[config.mk]
export PLATFORM = sky130hd
export DESIGN_NAME = sat_counter
export DESIGN_NICKNAME = d
export VERILOG_FILES = /design/src/rtl/xor_parity_sat_counter.sv
export SDC_FILE = /design/constraint.sdc
export NUM_CORES = 1
export LEC_CHECK = 0
export ABC_AREA = 1
export CORE_MARGIN = 5
export CORE_UTILIZATION = 30
export DETAILED_ROUTE_END_ITERATION = 10
export GPL_TIMING_DRIVEN = 1
export PLACE_DENSITY = 0.61
export SLEW_MARGIN = 20
export SYNTH_ARGS = -nofsm -noshare
export SYNTH_HDL_FRONTEND = slang
export SYNTH_SLANG_ARGS = --single-unit
[constraint.sdc]
create_clock -name clk -period 2.7 [get_ports clk]
set_input_delay 0.405 -clock clk [delete_from_list [all_inputs] [get_ports clk]]
set_output_delay 0.405 -clock clk [all_outputs]
set_load 0.03 [all_outputs]
[src/rtl/xor_parity_sat_counter.sv]
// Saturating up-counter with synchronous clear; holds at all-ones.
module sat_counter #(
   parameter int W = 16
) (
   input  logic         clk,
   input  logic         rst_n,
   input  logic         clr,
   input  logic         inc,
   output logic [W-1:0] cnt
);

   logic [W-1:0] r_cnt;

   always_ff @(posedge clk or negedge rst_n) begin
      if (!rst_n) begin
         r_cnt <= '0;
      end else if (clr) begin
         r_cnt <= '0;
      end else if (inc && (r_cnt != '1)) begin
         r_cnt <= r_cnt + W'(1);
      end
   end

   assign cnt = r_cnt;

endmodule

==> results.txt, run 1 <==
fresh numbers from the pnr run: via count 997, top sig layer met4, Post-Syn Area per Cell 7.20 µm², # rows 21, Synth Seq Share 38.6%, max reg flops 16, Post-Layout Cell Count 210, max incr delay on CP 0.72 ns, top power consumer group sequential cells, critical-path cell list clkdlybuf4s50_1, Power Dens Cells 324 nW/µm², Stages on worst setup path 1, post-CTS resize count 0, Logic pwr share 10.1%, cell count after synthesis 144, Routed Wire Length 2460 µm, Max clock buf depth 2, worst r2r path cells 9, Final Hold Fails 0, DRC 0, Worst Hold Class in2async, Detail Placement HPWL 1820 µm, Final Skew 0.00108 ns, FF-to-FF End cnt[11], RSZ-0062 raised after global routing no, Final Slew Violations 0, die width 68.8 µm, Via density 4.75, crit end category output port, Unique cell types 23, vias in the first global route 925, P&R area growth vs syn 24.0%, Worst EP arrival 1.49 ns, crit path DRT 2.30 ns, Worst slew margin 49.5%, hold buffers post-CTS 0, Signal buffers 20, DRT iter0 DRCs 65, post-CTS setup buffers 0, Commonest Layout Cell nand2_1, Reg clk slew, reported paths 0.10 ns, most frequent cells in the layout nand2_1, clkdlybuf4s50_1, dfrtp_1, nor2_1, nand3_1, share of layout cells above drive strength 1 8.54%, crit share post-route 70.2%, tool warnings 26, IO Port Bufs 19, R2R Path Start cnt[1], io pins 20, final-layout non-clock buffer area share 15.4%, CTS Buf Count 3, Init Core Util 31.1%, total leakage power 0.590 nW, Crit Path Max Fanout 7, clkbuf count 3, H-tree levels 1, Worst path slowest cell clkdlybuf4s50_1, Final clock-cell share 1.75%, grt total ovfl 0, Largest cell class combinational gates, Die Size 4730 µm², routing usage on met2 19.2%, Int Pwr 308 µW, Worst-Margin Slew 0.755 ns, Pre-antenna DRT Iters 4, Synth flops 16, met1 wire length 1120 µm, initial antenna violation count 0, Syn Std Cell Area 1040 µm², worst setup path endpoint cnt[7], delay-heaviest family, CP buffers and inverters, Critical path origin cnt[7], outcome complete, no violations, Skew-Pair Late Insertion Delay 0.29 ns, crit path launch type flop, yosys stat cell total 144, GPL Wtd Cong 0.891
[run 1: kinds of logic (layout without fill, tap and decap cells)]
family / Yosys count / after routing / synth area share, %
XOR/XNOR: 5 / 5 / 4.22
buffers and inverters: 16 / 36 / 7.72
AND-OR/OR-AND: 8 / 8 / 5.43
AND/OR/NAND/NOR: 98 / 98 / 42.8
flip-flops: 16 / 16 / 38.6
adder cells (fa/ha/maj): 1 / 1 / 1.21
[run 1: metrics by stage]
stage | hold WS [ns] | cell area (µm²) | util [%] | power (mW) | worst slack, ns
2_1_floorplan | 0.109 | 1040 | - | 0.275 | 1.00
3_3_place_gp | 0.540 | 1260 | 37.9 | 0.292 | 1.01
3_5_place_dp | 0.548 | 1260 | 37.9 | 0.293 | 0.972
4_1_cts | 0.571 | 1290 | 38.5 | 0.424 | 0.797
5_1_grt | 0.613 | 1290 | 38.5 | 0.438 | 0.742
6_report | 0.551 | 1290 | 38.5 | 0.417 | 0.805
[run 1: cells in the mapped netlist]
cell type | n | area (µm²)
buf_12 | 1 | 20.0
nor2_1 | 14 | 52.6
nand2_2 | 2 | 12.5
a21oi_1 | 1 | 5.00
nor2_4 | 2 | 22.5
nand2_4 | 2 | 22.5
o21bai_1 | 2 | 15.0
nand3_1 | 12 | 60.1
nor3_1 | 1 | 5.00
inv_1 | 11 | 41.3
xnor2_1 | 2 | 17.5
inv_2 | 1 | 3.75
buf_1 | 1 | 3.75
dfrtp_1 | 16 | 400
nand4_1 | 9 | 56.3
o21ai_0 | 4 | 20.0
buf_2 | 1 | 5.00
or2_2 | 1 | 6.26
xor2_1 | 3 | 26.3
nand2_1 | 55 | 206
inv_4 | 1 | 6.26
o21ai_4 | 1 | 16.3
ha_1 | 1 | 12.5
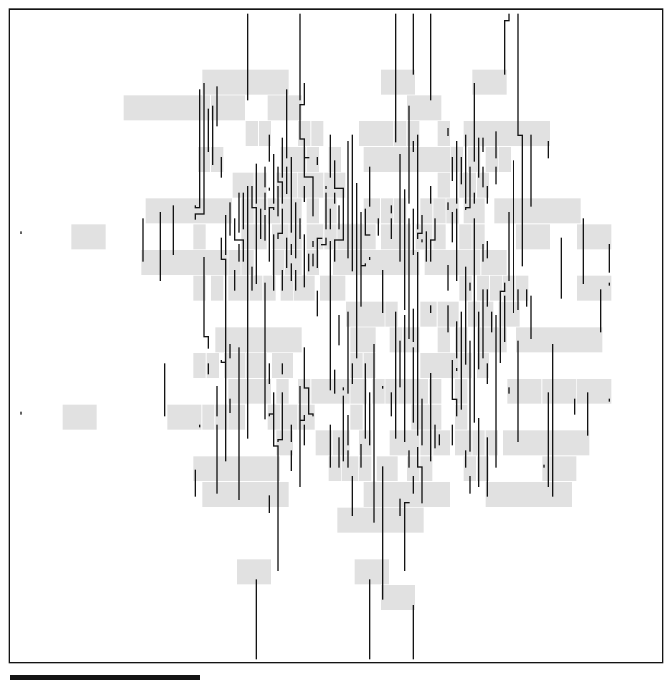
**Above:** run 1 (signal wires on met2).
Bar = 20 µm. Cells faint in the background.
share of all routed wire: 48%
wire length on this layer: 1170 µm
nets with wire on the layer: 130
main direction: vertical

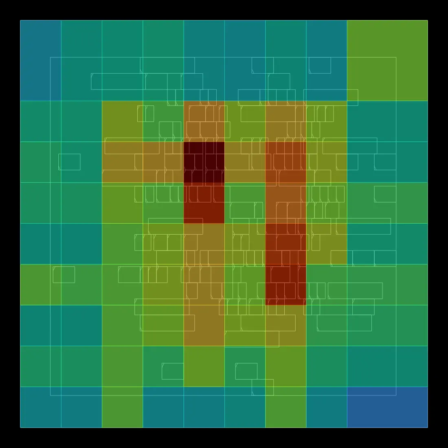
**Above:** run 1 (track usage over the die).
routed length per instance: 11.7 µm
busiest layer in global routing: met2
grt met3 use: 2.59%
Total GRT Usage: 12.0%
met1 usage: 15.7%

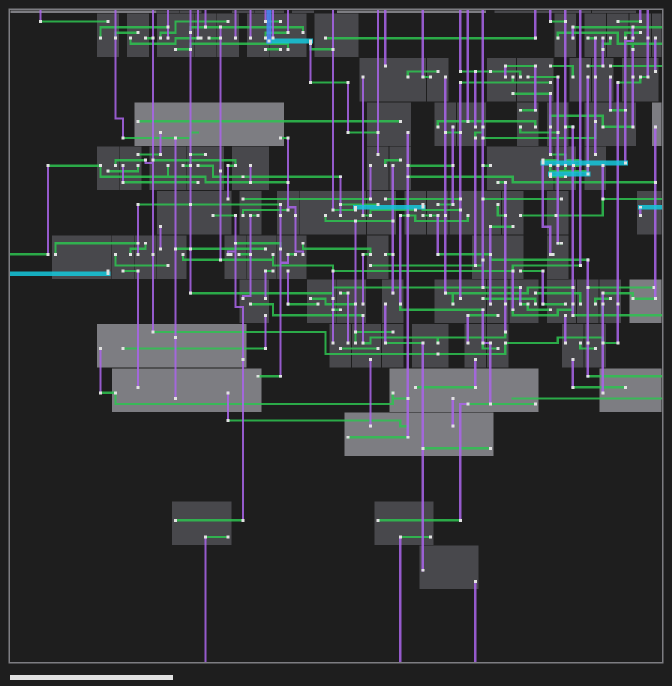
**Above:** run 1 (zoomed window).
Bar = 10 µm. Region (14, 1) to (54, 41) µm. Cells in grey, sequential cells in the stronger grey; small squares are vias.
[metal 2] purple
[metal 3] cyan
[metal 4] blue
[metal 1] green
cells with their middle in the window: 81
most frequent: nand2_1 (30), nand3_1 (7), nor2_1 (7)
netlist names of flops here include: cnt (5)
sequential cells in the window: 5

**Run 1: met1 routing**

Bar = 20 µm. Supply wires on this layer in grey. Cells faint in the background.
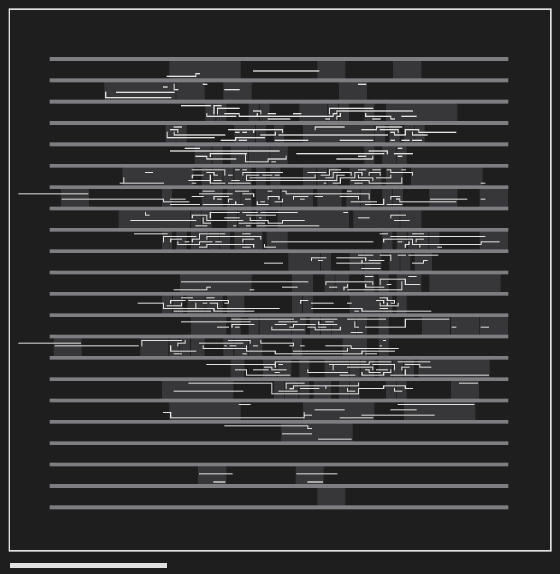

--- run 2 (diff from run 1) ---
--- a/config.mk
+++ b/config.mk
@@ -10,7 +10,7 @@
 export CORE_UTILIZATION = 30
 export DETAILED_ROUTE_END_ITERATION = 10
 export GPL_TIMING_DRIVEN = 1
-export PLACE_DENSITY = 0.61
+export PLACE_DENSITY = 0.63
 export SLEW_MARGIN = 20
 export SYNTH_ARGS = -nofsm -noshare
 export SYNTH_HDL_FRONTEND = slang
==> constraint.sdc (replaced) <==
create_clock -name clk -period 1.6 [get_ports clk]
set_input_delay 0.24 -clock clk [delete_from_list [all_inputs] [get_ports clk]]
set_output_delay 0.24 -clock clk [all_outputs]
set_load 0.03 [all_outputs]
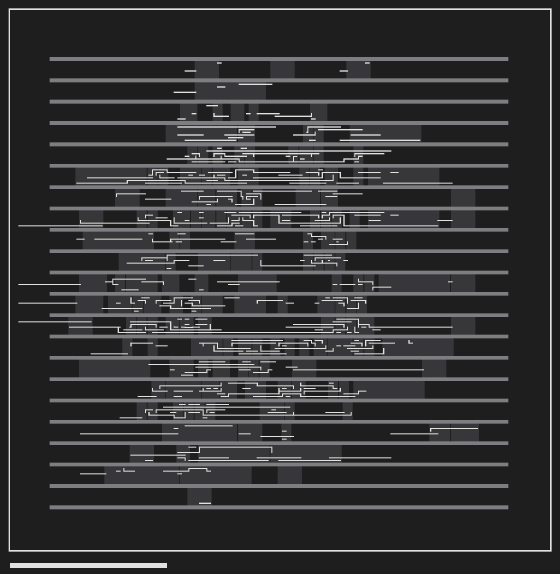
**Above:** run 2 (met1 routing).
Bar = 20 µm. Supply wires on this layer in grey. Cells faint in the background.
main direction: horizontal
nets with wire on the layer: 152
longest straight run: 23.5 µm
share of all routed wire: 44%

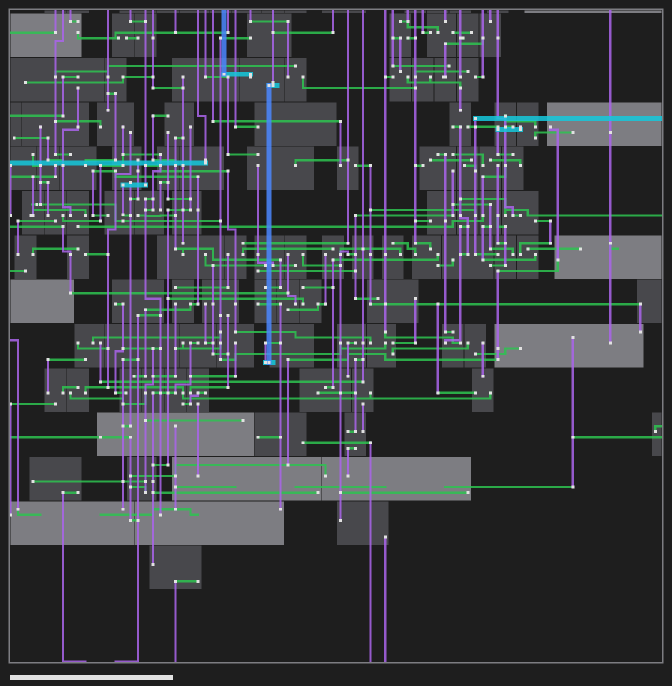
**Above:** run 2 (zoomed window).
Bar = 10 µm. Region (14, 1) to (54, 41) µm. Cells in grey, sequential cells in the stronger grey; small squares are vias.
[metal 4] blue
[metal 1] green
[metal 3] cyan
[metal 2] purple
sequential cells in the window: 8
cells with their middle in the window: 98
most frequent: nand2_1 (32), nor2_1 (10)
netlist names of flops here include: cnt (8)

==> run 2 against run 1 <==
  * Worst hold slack got worse by 0.29 ns
  * First-iteration DRC count decreased by 23%
  * Core utilization increased by 0.97 points
  * Synthesized area unchanged
  * Sequential power increased by 69%
  * Critical path depth increased by 7
  * Combinational power increased by 85%
  * Total power increased by 85%
  * Die area unchanged
  * Sequential share of layout area decreased by 0.58 points
  * Via count increased by 2.2%
  * Sequential cell count unchanged
  * Critical path type is now reg2reg
  * Largest cell class unchanged
  * Largest power group unchanged
  * Highest routed layer unchanged
==> results.txt, run 2 <==
fresh numbers from the pnr run: MUX share of area 0%, R2R Path Start cnt[1], crit end category flop, hold buffers post-CTS 0, CTS Buf Count 3, routed length per instance 11.8 µm, Final Skew 0.00591 ns, Unique cell types 23, Die Size 4730 µm², vias in the first global route 989, H-tree levels 1, Worst-Margin Slew 0.423 ns, Post-Syn Area per Cell 7.20 µm², Max clock buf depth 2, Skew-Pair Late Insertion Delay 0.29 ns, Post-Layout Cell Count 215, via count 1019, yosys aoi share 5.43%, Crit Path Max Fanout 5, Power Total 773 µW, Placement Cell Area 1290 µm², IO Port Bufs 19, Commonest Layout Cell nand2_1, DRC 0, RSZ-0062 raised after global routing yes, Via density 4.74, GPL Wtd Cong 0.809, FF-to-FF End cnt[14], crit share post-route 94.9%, number of enable flip-flop cells 0, crit path DRT 1.79 ns, Top area cell types dfrtp_1, nand2_1, nand3_1, Detail Placement HPWL 1890 µm, most frequent cells in the layout nand2_1, dlygate4sd2_1, dfrtp_1, nor2_1, nand3_1, crit path launch type flop, delay-heaviest family, CP simple AND/OR/NAND/NOR gates, Syn Std Cell Area 1040 µm², synth cell count leaders nand2_1, dfrtp_1, nor2_1, Commonest flop dfrtp_1, Dominant comb cell simple AND/OR/NAND/NOR gates, tool warnings 27, P&R area growth vs syn 27.1%, adder share 1.21%, Synth flops 16, # rows 21, Worst Hold Class in2async, Routed Wire Length 2540 µm, Synth area leader dfrtp_1, simple-gate share of the synthesized area 42.8%, critical-path cell list ha_1 > nand2_2 > nor3_1 > nand3_1 > nand2_1 > nand2_1 > nand2_1 > nand2_1, Worst EP arrival 1.71 ns, outcome complete, no violations, Post-synth ARST share 100%, worst setup margin 0.0824 ns, Reg clk slew, reported paths 0.11 ns, Power Dens Cells 586 nW/µm², worst setup path endpoint cnt[14], most used standard cell by instance count after synthesis nand2_1, initial antenna violation count 0, pre-CTS setup slack 0.0787 ns, Worst path slowest cell dfrtp_2, die width 68.8 µm, XORs/XNORs by Area 4.22%, most used cell, CP nand2_1, Total GRT Usage 12.2%, grt total ovfl 0, post-CTS resize count 16, Final Hold Fails 0, Stages on worst setup path 8, Init Core Util 31.1%, hold slack 0.259 ns, DRT iter0 DRCs 50, post-route cell area 1320 µm², Synth Seq Share 38.6%, io pins 20, Pre-antenna DRT Iters 4, fin util 39.5%
==> run 2: cell count changes in the layout (fill, tap and decap cells not counted) <==
cell	before	now
clkdlybuf4s50_1	19	3
dlygate4sd2_1	0	16
buf_4	1	4
dfrtp_1	16	14
dfrtp_2	0	2
buf_6	0	1
clkbuf_8	0	1
nor2_1	14	13
nor2_2	0	1
==> run 2: how the worst min path moves through the flow <==
stage,slack (ns),end,from
floorplan,-0.06,cnt[0],rst_n
global placement,0.51,cnt[1],cnt[1]
detailed placement,0.53,cnt[1],cnt[1]
CTS,0.26,cnt[6],rst_n
global route,0.29,cnt[13],rst_n
finish,0.26,cnt[12],rst_n
==> run 2: metal layers <==
layer / global-route usage, % / share of wire [%] / vias to the layer above
li1: - / - / 512
met1: 15.5 / 44 / 468
met2: 19.9 / 47 / 35
met3: 2.43 / 7.1 / 4
met4: 5.35 / 1.3 / 0
met5: 0 / 0 / -
==> run 2: kinds of logic (layout without fill, tap and decap cells) <==
kind of cell             count (synthesis)  in the layout
XOR/XNOR                                 5              5
adder cells (fa/ha/maj)                  1              1
AND-OR/OR-AND                            8              8
AND/OR/NAND/NOR                         98             98
buffers and inverters                   16             41
flip-flops                              16             16
==> run 2: final cells by class <==
type / instances / area, µm² / share of cell area, %
well taps: 46 / 57.6 / 4.36
repair buffers: 24 / 211 / 16.0
multi-input cells: 112 / 559 / 42.4
flip-flops and latches: 16 / 403 / 30.6
inverters: 13 / 51.3 / 3.89
clock buffers: 4 / 36.3 / 2.75
==> run 2: power by group <==
group / internal [mW] / leakage, nW / total [mW] / switching [mW]
clock: 0.139 / 0.0210 / 0.281 / 0.143
combinational: 0.0269 / 0.450 / 0.0777 / 0.0508
sequential: 0.409 / 0.219 / 0.414 / 0.00524
total: 0.575 / 0.691 / 0.773 / 0.199
Power figures rest on the tool's default switching activity, not on a simulated workload.
